===== src/rtl/des_round_engine.sv =====
// Iterative DES data path: one Feistel round every two cycles, with each round key
// fetched from an external key generator as the round needs it.
module des_round_engine (
  input  logic        clk,
  input  logic        rst,
  input  logic        start,
  input  logic [63:0] dataIn,
  input  logic        fKg,
  output logic        rd,
  output logic [4:0]  inRound,
  input  logic [47:0] key,
  output logic [63:0] dataOut,
  output logic        done,
  output logic        busy,
  output logic [2:0]  fsm_state
);

  // Handshake: start is taken only while busy=0; rd is a one-cycle strobe with inRound,
  // and key must be valid through the cycle after it; done is a one-cycle strobe with dataOut.
  typedef enum logic [2:0] {IDLE = 3'd0, WAITKG = 3'd1, FETCH = 3'd2, ROUND = 3'd3, DONE = 3'd4} state_t;

  localparam int IP_T [64] = '{58, 50, 42, 34, 26, 18, 10, 2, 60, 52, 44, 36, 28, 20, 12, 4,
                               62, 54, 46, 38, 30, 22, 14, 6, 64, 56, 48, 40, 32, 24, 16, 8,
                               57, 49, 41, 33, 25, 17, 9, 1, 59, 51, 43, 35, 27, 19, 11, 3,
                               61, 53, 45, 37, 29, 21, 13, 5, 63, 55, 47, 39, 31, 23, 15, 7};
  localparam int FP_T [64] = '{40, 8, 48, 16, 56, 24, 64, 32, 39, 7, 47, 15, 55, 23, 63, 31,
                               38, 6, 46, 14, 54, 22, 62, 30, 37, 5, 45, 13, 53, 21, 61, 29,
                               36, 4, 44, 12, 52, 20, 60, 28, 35, 3, 43, 11, 51, 19, 59, 27,
                               34, 2, 42, 10, 50, 18, 58, 26, 33, 1, 41, 9, 49, 17, 57, 25};
  localparam int E_T [48] = '{32, 1, 2, 3, 4, 5, 4, 5, 6, 7, 8, 9, 8, 9, 10, 11,
                              12, 13, 12, 13, 14, 15, 16, 17, 16, 17, 18, 19, 20, 21, 20, 21,
                              22, 23, 24, 25, 24, 25, 26, 27, 28, 29, 28, 29, 30, 31, 32, 1};
  localparam int P_T [32] = '{16, 7, 20, 21, 29, 12, 28, 17, 1, 15, 23, 26, 5, 18, 31, 10,
                              2, 8, 24, 14, 32, 27, 3, 9, 19, 13, 30, 6, 22, 11, 4, 25};
  // Each S-box is 64 nibbles in row-major order, entry 0 in the top nibble.
  localparam logic [255:0] SBOX [8] = '{
    256'hE4D12FB83A6C5907_0F74E2D1A6CB9538_41E8D62BFC973A50_FC8249175B3EA06D,
    256'hF18E6B34972DC05A_3D47F28EC01A69B5_0E7BA4D158C6932F_D8A13F42B67C05E9,
    256'hA09E63F51DC7B428_D709346A285ECBF1_D6498F30B12C5AE7_1AD069874FE3B52C,
    256'h7DE3069A1285BC4F_D8B56F03472C1AE9_A690CB7DF13E5284_3F06A1D8945BC72E,
    256'h2C417AB6853FD0E9_EB2C47D150FA3986_421BAD78F9C5630E_B8C71E2D6F09A453,
    256'hC1AF92680D34E75B_AF427C9561DE0B38_9EF528C3704A1DB6_432C95FABE17608D,
    256'h4B2EF08D3C975A61_D0B7491AE35C2F86_14BDC37EAF680592_6BD814A7950FE23C,
    256'hD2846FB1A93E50C7_1FD8A374C56B0E92_7B419CE206ADF358_21E74A8DFC90356B};

  state_t      state;
  logic [31:0] l_q, r_q;
  logic [4:0]  rnd;
  logic [63:0] ip_val, fp_val;
  logic [47:0] e_val, s_in;
  logic [31:0] s_out, f_out, l_next, r_next;

  assign s_in   = e_val ^ key;
  assign l_next = r_q;
  assign r_next = l_q ^ f_out;
  assign fsm_state = state;

  // DES numbers bits from 1 at the MSB, so table entry t maps to vector bit (width - t).
  for (genvar g = 0; g < 64; g++) begin : g_ipfp
    assign ip_val[63-g] = dataIn[64-IP_T[g]];
    assign fp_val[63-g] = {r_next, l_next}[64-FP_T[g]];
  end
  for (genvar g = 0; g < 48; g++) begin : g_e
    assign e_val[47-g] = r_q[32-E_T[g]];
  end
  for (genvar g = 0; g < 32; g++) begin : g_p
    assign f_out[31-g] = s_out[32-P_T[g]];
  end
  for (genvar g = 0; g < 8; g++) begin : g_sbox
    logic [5:0]   six;
    logic [255:0] shifted;
    assign six     = s_in[47-6*g -: 6];
    assign shifted = SBOX[g] << {six[5], six[0], six[4:1], 2'b00};
    assign s_out[31-4*g -: 4] = shifted[255:252];
  end

  always_ff @(posedge clk) begin
    if (rst) begin
      state   <= IDLE;
      l_q     <= '0;
      r_q     <= '0;
      rnd     <= '0;
      rd      <= 1'b0;
      inRound <= '0;
      dataOut <= '0;
      done    <= 1'b0;
      busy    <= 1'b0;
    end else begin
      rd   <= 1'b0;
      done <= 1'b0;
      case (state)
        IDLE: begin
          if (start) begin
            {l_q, r_q} <= ip_val;
            rnd        <= 5'd1;
            busy       <= 1'b1;
            state      <= WAITKG;
          end
        end
        WAITKG: begin
          if (fKg) begin
            rd      <= 1'b1;
            inRound <= rnd;
            state   <= FETCH;
          end
        end
        FETCH: state <= ROUND;
        ROUND: begin
          l_q <= l_next;
          r_q <= r_next;
          // No swap after the last round: the output block is R16 || L16.
          if (rnd == 5'd16) begin
            dataOut <= fp_val;
            done    <= 1'b1;
            state   <= DONE;
          end else begin
            rnd     <= rnd + 5'd1;
            rd      <= 1'b1;
            inRound <= rnd + 5'd1;
            state   <= FETCH;
          end
        end
        DONE: begin
          busy  <= 1'b0;
          state <= IDLE;
        end
        default: begin
          busy  <= 1'b0;
          state <= IDLE;
        end
      endcase
    end
  end

endmodule

===== config.mk =====
export PLATFORM = sky130hd
export DESIGN_NAME = des_round_engine
export DESIGN_NICKNAME = d
export VERILOG_FILES = /design/src/rtl/des_round_engine.sv
export SDC_FILE = /design/constraint.sdc
export NUM_CORES = 1
export LEC_CHECK = 0
export CAP_MARGIN = 0
export CORE_MARGIN = 8
export CORE_UTILIZATION = 45
export DETAILED_ROUTE_END_ITERATION = 6
export HOLD_SLACK_MARGIN = 0.08
export PLACE_DENSITY_LB_ADDON = 0.2
export SLEW_MARGIN = 25
export SYNTH_ARGS = -nofsm -noshare
export SYNTH_HDL_FRONTEND = slang
export SYNTH_SLANG_ARGS = --single-unit

===== constraint.sdc =====
create_clock -name clk -period 3.1 [get_ports clk]
set_input_delay 0.465 -clock clk [delete_from_list [all_inputs] [get_ports clk]]
set_output_delay 0.465 -clock clk [all_outputs]
set_load 0.01 [all_outputs]

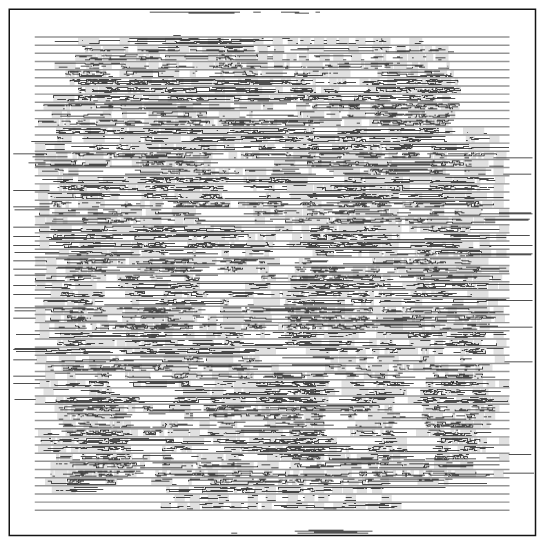
Figure 1: metal 1.
Drawn at 3 px/micron. Supply wires on this layer in grey. Cells faint in the background.
main direction	horizontal
nets with wire on the layer	1706
wire length on this layer	18400 microns
longest straight run	46.0 microns
share of all routed wire	44%

==> results_dict.tcl <==
# implementation run metrics
set metrics [dict create \
    fp-utilization_pct 45.5 \
    via_count 12020 \
    hold_start "dataOut[29]$_SDFFE_PP0P_" \
    grt_setup_unrepaired "no" \
    place_area_sq_um 14500 \
    status "finished, final reports clean" \
    cp.required_ps 3410 \
    powerDensity_nw_per_um2 514 \
    whs_ps 454 \
    r2r_end "l_next[6]$_SDFFE_PP0P_" \
    fmax_mhz 348 \
    crit_fanout 5 \
    setup_viol 0 \
    avgSynthCellArea_sq_um 7.89 \
    wirelength_microns 41300 \
    layout.nets 1881 \
    synthTopCellsByArea "dfxtp_1 (25%), nand2_1 (7.7%), ha_1 (7.2%), mux4_2 (4.8%), xnor2_1 (4.5%)" \
    p_leak_nw 5.97 \
    ios 191 \
    warnings 83 \
    end_kind "register" \
    top_usage_layer "met2" \
    hold_path_depth 2 \
    post_cts_buffers 0 \
    crit_path_max_incr_delay_ps 560 \
    grt_pass1_wl_microns 65300 \
    worstMarginPinSlew_ps 949 \
    grt_pass1_vias 11518 \
    total_power_mw 7.74 \
    endpoint "l_next[6]$_SDFFE_PP0P_" \
    crit_family "buffers and inverters" \
    grt_util_all_layers_pct 26.4 \
    crit_path_start_kind "input pin" \
    crit_chain "clkdlybuf4s50_1, xor2_4, buf_4, ha_1, o21ai_0, mux4_2, a211oi_1, buf_4, xor2_1, o21ai_0" \
    fa_ha_area_share_pct 7.16 \
    clk_latency_ps 430 \
    clock_skew_ps 19.1 \
    worst-path-stages 10 \
    clockRootBuffer "clkbuf_16" \
    slowest_stage "clkdlybuf4s50_1" \
    timing.rr.start "l_next[17]$_SDFFE_PP0P_" \
    fin_crit_sh_pct 92.7 \
    drt-wirelength-per-cell_microns 20.2 \
    ys_types 69 \
    antenna_found_initial 1 \
    synthCells 1440 \
    areaGrowthSynthToFinish_pct 32.5 \
    port_buffers 190 \
    hold_class "register to register" \
    cp_data_arrival_time_ps 3180 \
    synth_top_area_share_pct 25.4 \
    cts_made_buffers 17 \
    synth-async-reset-ratio_pct 0 \
    nFillCells 2269 \
    htree_levels 4 \
    drc 0 \
    via_per_inst 5.88 \
    yosysWarnings 0 \
    gp_congestion 0.980 \
    dp.final_hpwl_microns 31000 \
    cts_hold_buffers 0 \
    postSynthSeqShare_pct 25.4 \
    synthFlopType "dfxtp_1" \
    drt.antenna.violating_nets 0 \
]
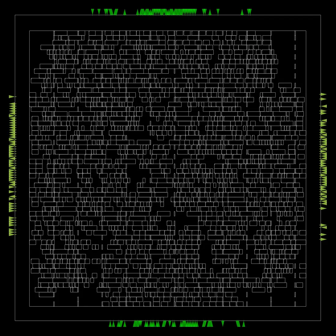
Figure 2: placement view.
utilization after layout: 60.3%
core area: 25000 sq um

-- Yosys cell counts (3+ instances only) --
cell       instances
o221ai_1           6
nand2b_1           4
o31ai_1            7
a31oi_1           32
o22ai_1            7
and3_1             4
nor3_1            42
a311oi_1          41
buf_1              5
inv_1             42
buf_2             23
a221oi_1           4
a21o_1             3
ha_1              65
o211ai_1          23
a211oi_1          26
mux4_1             3
o21ai_0           83
a211o_1            4
nand4_1            7
dfxtp_1          144
xnor2_1           59
or3_1             10
mux4_2            24
nor2_1           112
buf_4             10
a2111oi_0          5
xor2_2            12
o311ai_0           9
and2_1             9
and4_1            10
mux2i_1           40
nor4_1             3
nand3_1           53
o21a_1             3
or2_2              4
clkbuf_1          69
o2111ai_1         12
nand2_1          233
xor2_1            48
xnor2_2            9
inv_2              7
a21oi_1           93
-- flip-flops by register name, summed over array words and instances (netlist names) --
| signal | count |
|---|---|
| busy | 1 |
| dataOut | 64 |
| done | 1 |
| fsm_state | 3 |
| inRound | 5 |
| l_next | 32 |
| l_q | 32 |
| rd | 1 |
| rnd | 5 |
-- routing by layer --
layer  part of all wire [%]  wire length (microns)
met3                    7.5                   3100
met2                     45                  18800
met5                      0                      0
met4                    2.5                   1040
met1                     44                  18400
-- cell usage in the layout, fill, tap and decap left out, drive strengths merged, types with 4 or more instances in the layout --
master,n
a311oi,41
clkdlybuf4s50,189
buf,160
or2,4
o2111ai,12
mux2i,40
nand2b,4
and4,10
a211oi,27
inv,56
mux4,27
o22ai,7
clkinv,6
a31oi,32
and3,4
nand2,233
o31ai,7
o221ai,6
nand3,53
nand4,7
a2111oi,7
dfxtp,144
a21oi,93
o211ai,23
a211o,4
xnor2,68
o21ai,84
clkbuf,18
a221oi,4
xor2,61
ha,65
nor2,112
or3,10
nor3,42
and2,9
o311ai,9
-- where the power goes --
part | leakage [nW] | internal, mW | switching, mW | total [mW]
clock | 0.282 | 1.15 | 0.942 | 2.10
combinational | 4.52 | 1.65 | 1.89 | 3.54
sequential | 1.17 | 1.95 | 0.151 | 2.10
-- layout make-up --
| cell class | count | area share [%] |
|---|---|---|
| sequential | 144 | 19.1 |
| tap | 330 | 2.74 |
| multi-input combinational | 1137 | 52.0 |
| antenna | 1 | 0.0166 |
| inverter | 51 | 1.27 |
| clock inverter | 14 | 0.947 |
| clock buffer | 18 | 2.92 |
| timing repair buffer | 349 | 21.0 |
-- worst reg2reg max path: stages (launching register included) --
cell and delay, ps:
dfxtp_1 500, xnor2_2 200, inv_1 140, ha_1 230
nor2_1 110, a21oi_1 50, mux4_2 490, a211oi_1 510
buf_4 210, xor2_1 160, o21ai_0 100
-- through the flow --
step	setup WS [ps]	cells	TNS (ps)
2_1_floorplan	403	1440	0
5_1_grt	104	2044	0
4_1_cts	228	2043	0
3_5_place_dp	-220	2011	-526
3_3_place_gp	-134	2011	-254
6_report	226	2044	0
-- cells by family after synthesis --
kind of cell	Yosys count
buf+inv	159
mux	69
xor+xnor	129
simple gates	494
compound gates	380
flops	144
fa+ha+maj	65
Power and IR drop assume default switching activity.
